<file path="config.mk">
export PLATFORM = sky130hd
export DESIGN_NAME = alu_seq
export DESIGN_NICKNAME = d
export VERILOG_FILES = /design/src/rtl/alu_pkg.sv /design/src/rtl/alu_mul_iter.sv /design/src/rtl/alu_seq.sv
export SDC_FILE = /design/constraint.sdc
export NUM_CORES = 2
export LEC_CHECK = 0
export CAP_MARGIN = 40
export CELL_PAD_IN_SITES_DETAIL_PLACEMENT = 1
export CELL_PAD_IN_SITES_GLOBAL_PLACEMENT = 1
export CORE_MARGIN = 4
export CORE_UTILIZATION = 43
export CTS_CLUSTER_SIZE = 8
export DETAILED_ROUTE_END_ITERATION = 7
export PLACE_DENSITY = 0.85
export SLEW_MARGIN = 20
export SYNTH_ARGS = -nofsm -noshare
export SYNTH_HDL_FRONTEND = slang
export SYNTH_SLANG_ARGS = --single-unit
</file>
<file path="constraint.sdc">
create_clock -name clk -period 10.2 [get_ports clk]
set_clock_uncertainty 0.15 [all_clocks]
set_input_delay 1.02 -clock clk [delete_from_list [all_inputs] [get_ports clk]]
set_output_delay 1.02 -clock clk [all_outputs]
set_load 0.005 [all_outputs]
</file>
<file path="src/rtl/alu_pkg.sv">
// rtl/alu_pkg.sv - shared opcode, state and flag types for the sequenced ALU
package alu_pkg;

  typedef enum logic [3:0] {
    OP_ADD  = 4'd0,
    OP_SUB  = 4'd1,
    OP_AND  = 4'd2,
    OP_OR   = 4'd3,
    OP_XOR  = 4'd4,
    OP_SLL  = 4'd5,
    OP_SRL  = 4'd6,
    OP_SRA  = 4'd7,
    OP_SLT  = 4'd8,
    OP_SLTU = 4'd9,
    OP_MUL  = 4'd10
  } alu_op_e;

  typedef enum logic {
    IDLE = 1'b0,
    MUL  = 1'b1
  } alu_state_e;

  typedef struct packed {
    logic zero;
    logic carry;
    logic ovf;
    logic ill;
  } alu_flags_t;

endpackage

</file>
<file path="src/rtl/alu_mul_iter.sv">
// rtl/alu_mul_iter.sv - iterative shift-add multiplier, one partial product per cycle
module alu_mul_iter #(
  parameter int XLEN = 64
) (
  input  logic            clk,
  input  logic            rst,
  input  logic            start,
  input  logic [XLEN-1:0] a,
  input  logic [XLEN-1:0] b,
  output logic            done,
  output logic [XLEN-1:0] product
);

  localparam int CW = $clog2(XLEN);

  logic [XLEN-1:0] mcand;
  logic [XLEN-1:0] mplier;
  logic [XLEN-1:0] acc;
  logic [CW-1:0]   cnt;
  logic            busy;

  // product is the accumulator after this cycle's step, so the final value is usable on the done edge
  assign product = mplier[0] ? (acc + mcand) : acc;
  assign done    = busy && (cnt == CW'(XLEN - 1));

  always_ff @(posedge clk) begin
    if (rst) begin
      busy   <= 1'b0;
      cnt    <= '0;
      mcand  <= '0;
      mplier <= '0;
      acc    <= '0;
    end else if (start) begin
      busy   <= 1'b1;
      cnt    <= '0;
      mcand  <= a;
      mplier <= b;
      acc    <= '0;
    end else if (busy) begin
      acc    <= product;
      mcand  <= mcand << 1;
      mplier <= mplier >> 1;
      cnt    <= cnt + 1'b1;
      if (done) begin
        busy <= 1'b0;
      end
    end
  end

endmodule

</file>
<file path="src/rtl/alu_seq.sv">
// rtl/alu_seq.sv - handshaked ALU with single-cycle ops and an iterative multiply
module alu_seq
  import alu_pkg::*;
#(
  parameter int XLEN   = 64,
  parameter bit MUL_EN = 1'b1
) (
  input  logic            clk,
  input  logic            rst,
  input  logic            in_valid,
  output logic            in_ready,
  input  logic [3:0]      op,
  input  logic [XLEN-1:0] a,
  input  logic [XLEN-1:0] b,
  output logic            out_valid,
  input  logic            out_ready,
  output logic [XLEN-1:0] result,
  output logic            flag_zero,
  output logic            flag_carry,
  output logic            flag_ovf,
  output logic            flag_ill
);

  localparam int SW = $clog2(XLEN);

  alu_state_e      state;
  alu_flags_t      flags;
  alu_op_e         opc;
  logic            accept;
  logic            is_mul;
  logic            is_sub;
  logic [SW-1:0]   shamt;
  logic [XLEN-1:0] b_eff;
  logic [XLEN:0]   sum;
  logic [XLEN-1:0] comb_res;
  alu_flags_t      comb_flags;
  logic            mul_done;
  logic [XLEN-1:0] mul_product;

  assign opc      = alu_op_e'(op);
  assign in_ready = (state == IDLE) && (!out_valid || out_ready);
  assign accept   = in_valid && in_ready;
  assign is_mul   = MUL_EN && (opc == OP_MUL);
  assign is_sub   = (opc == OP_SUB);
  assign shamt    = b[SW-1:0];

  // SUB is a + ~b + 1, so carry-out means "no borrow"
  assign b_eff = is_sub ? ~b : b;
  assign sum   = {1'b0, a} + {1'b0, b_eff} + {{XLEN{1'b0}}, is_sub};

  always_comb begin
    comb_res   = '0;
    comb_flags = '0;
    case (opc)
      OP_ADD, OP_SUB: begin
        comb_res         = sum[XLEN-1:0];
        comb_flags.carry = sum[XLEN];
        comb_flags.ovf   = (a[XLEN-1] == b_eff[XLEN-1]) && (sum[XLEN-1] != a[XLEN-1]);
      end
      OP_AND:  comb_res = a & b;
      OP_OR:   comb_res = a | b;
      OP_XOR:  comb_res = a ^ b;
      OP_SLL:  comb_res = a << shamt;
      OP_SRL:  comb_res = a >> shamt;
      OP_SRA:  comb_res = $signed(a) >>> shamt;
      OP_SLT:  comb_res = {{(XLEN-1){1'b0}}, ($signed(a) < $signed(b))};
      OP_SLTU: comb_res = {{(XLEN-1){1'b0}}, (a < b)};
      OP_MUL:  comb_flags.ill = !MUL_EN;
      default: comb_flags.ill = 1'b1;
    endcase
    comb_flags.zero = (comb_res == '0);
  end

  alu_mul_iter #(
    .XLEN (XLEN)
  ) u_mul (
    .clk     (clk),
    .rst     (rst),
    .start   (accept && is_mul),
    .a       (a),
    .b       (b),
    .done    (mul_done),
    .product (mul_product)
  );

  always_ff @(posedge clk) begin
    if (rst) begin
      state     <= IDLE;
      out_valid <= 1'b0;
      result    <= '0;
      flags     <= '0;
    end else begin
      case (state)
        IDLE: begin
          if (out_valid && out_ready) begin
            out_valid <= 1'b0;
          end
          if (accept) begin
            if (is_mul) begin
              state     <= MUL;
              out_valid <= 1'b0;
            end else begin
              result    <= comb_res;
              flags     <= comb_flags;
              out_valid <= 1'b1;
            end
          end
        end
        MUL: begin
          if (mul_done) begin
            result    <= mul_product;
            flags     <= '{zero: (mul_product == '0), carry: 1'b0, ovf: 1'b0, ill: 1'b0};
            out_valid <= 1'b1;
            state     <= IDLE;
          end
        end
        default: state <= IDLE;
      endcase
    end
  end

  assign flag_zero  = flags.zero;
  assign flag_carry = flags.carry;
  assign flag_ovf   = flags.ovf;
  assign flag_ill   = flags.ill;

endmodule

</file>
==> out/metrics.yaml <==
route:
  drt_first_pass_iters: 8
  wl_met3_um: 23920
  wl_met1_um: 83190
  remaining_drc_errors: 0
  top_layer_used: "met5"
  wl_per_cell_um: 35.86
  drtIter0Drc: 5619
  met2_length_um: 88490
  vias_per_cell: 7.179
  final_antenna_net_count: 0
final_layout:
  antenna_cells: 9
  buffer_area_frac: 0.08671
  n_all_inverters: 205
  final_layout_size_suffix_gt1_frac: 0.09448
  lay_top_cells: "nor2_1, nand2_1, a21oi_1"
  layout_top_cell: "nor2_1"
  nNetsFinal: 5232
  n_fill_cell: 10070
placed_design:
  dp_slack_ns: 2.651
  post_dp_cell_area_sq_um: 38980
  gp_congestion: 1.093
  hpwl_um: 161000
  port_buffers: 205
  dpl.cell_count: 5785
die:
  coreArea_sq_um: 82240
  die_area_sq_um: 87750
  taps: 1070
  die_x_um: 296.2
  pin_count: 206
  num_rows: 105
timing:
  finalSetupViolCount: 0
  fmax_ghz: 0.1393
  finalSetupTns_ns: 0
  slew_headroom: 0.2695
  fin_crit_ns: 7.177
synth:
  yosys.area_share.xor_xnor: 0.03089
  synthTopLogicFamily: "AND-OR/OR-AND gates"
  ys_sh_adder: 0.1132
  ys_async_sr_fraction: 0
  synth.area.mux_share: 0.1669
  synth_nets: 5182
  common_cells: "nor2_1, nand2_1, a21oi_1"
  ys_warn_count: 0
  syn_inst: 4724
  synth-compound-area-share: 0.2730
  synth_flops: 269
  ys_area_sq_um: 35720
  ys_seq_frac: 0.1508
  synth.cellmix.simpleShare: 0.2015
cts:
  root_buffer: "clkbuf_16"
  clockBufferDepth: 3
  cts_resized: 0
  hold_buffers: 0
power:
  p_seq_frac: 0.270
  p_sw_frac: 0.4265
  clockPowerShare: 0.302
  power_density_nw_per_um2: 103.1
  pwr-share-comb: 0.428
  power_leader: "combinational cells"
  comb-power_mw: 1.78
  ir_drop_v: 0.0001221
global_routing:
  grtUsageTotal: 0.4603
  use_met1: 0.5893
  use_met3: 0.1325
  top_usage_layer: "met2"
  grt_pass1_wl_um: 296300
  gr-total-overflow: 0
  grt_max_degree: 95
setup_path:
  reg2reg_depth: 17
  ff2ff_setup_slack_ns: 4.52
  endpoint_kind: "register"
  cp_data_arrival_time_ns: 7.58
  cp_top_family: "AND-OR/OR-AND gates"
  critPathLaunchType: "input port"
  crit_required_ns: 10.60
  max_stage_delay_ns: 0.59
  r2r_start: "u_mul.mcand[0]"
  crit_path_start: "op[2]"
  cp_common_cell: "nand3_1"
job:
  tool_warnings: 155
  drv_cap: 0
run_status:
  status: "completed"
worst_hold_path:
  min_to: "result[6]"
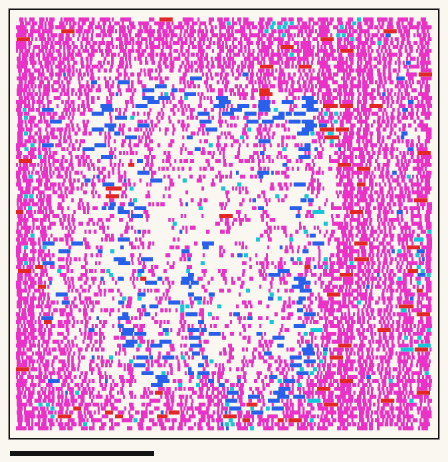
sizing.png
The bar under the picture is 100 um long.
- blue: x2 (cells 246; most used mux4_2)
- cyan: x3 and x4 (cells 139; most used buf_4)
- magenta: x1 and smaller (cells 4332; most used nor2_1)
- red: x6 and larger (cells 67; most used clkbuf_16)
synth-to-layout area growth: 12.87%
Post-Layout Inst Area: 40320 sq um
Repair and plain buffers: 374
Final WS setup: 3.023 ns

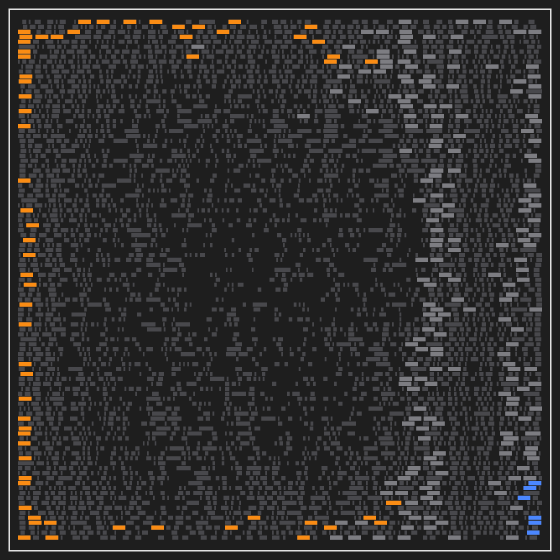
ff_map.png
- blue: u_mul.cnt (sequential cells 6; where bottom right)
- orange: u_mul.mplier (sequential cells 64)
- not coloured: 199
Register Area: 5396 sq um
fin util: 0.4902
sequential cell power: 1.12 mW
Seq/total area: 0.1338

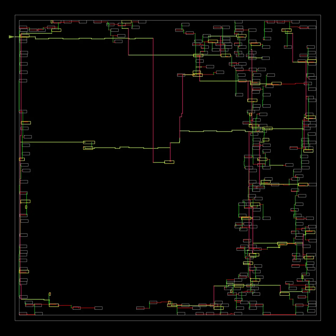
clock_nets.png
Clock net power: 1.26 mW
Clk Latency, worst-skew pair: 0.61 ns
total clock sinks: 269
clock buf count: 47
total CTS buffers: 40

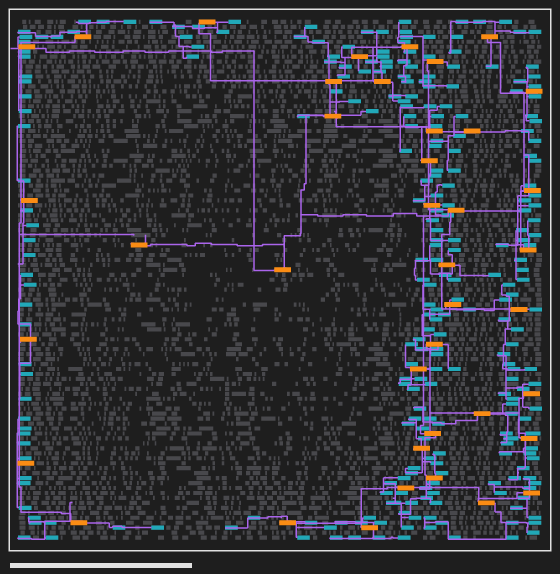
clock_wires.png
The bar under the picture is 100 um long.
- cyan: flip-flops (count 269)
- purple: clock wires (length 4820 um)
- orange: clock-net drivers (count 40)
- routed clock nets: 41
- flops lie: widely spread

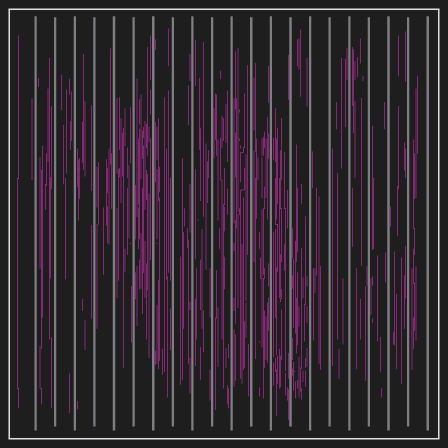
m4.png
Supply wires on this layer in grey.
- wire length on this layer: 14400 um
- main direction: vertical
- nets with wire on the layer: 261
- longest straight run: 195 um
Detailed Route WL: 210200 um
DR vias: 42.09k

Power is estimated from default activity; no workload was simulated.
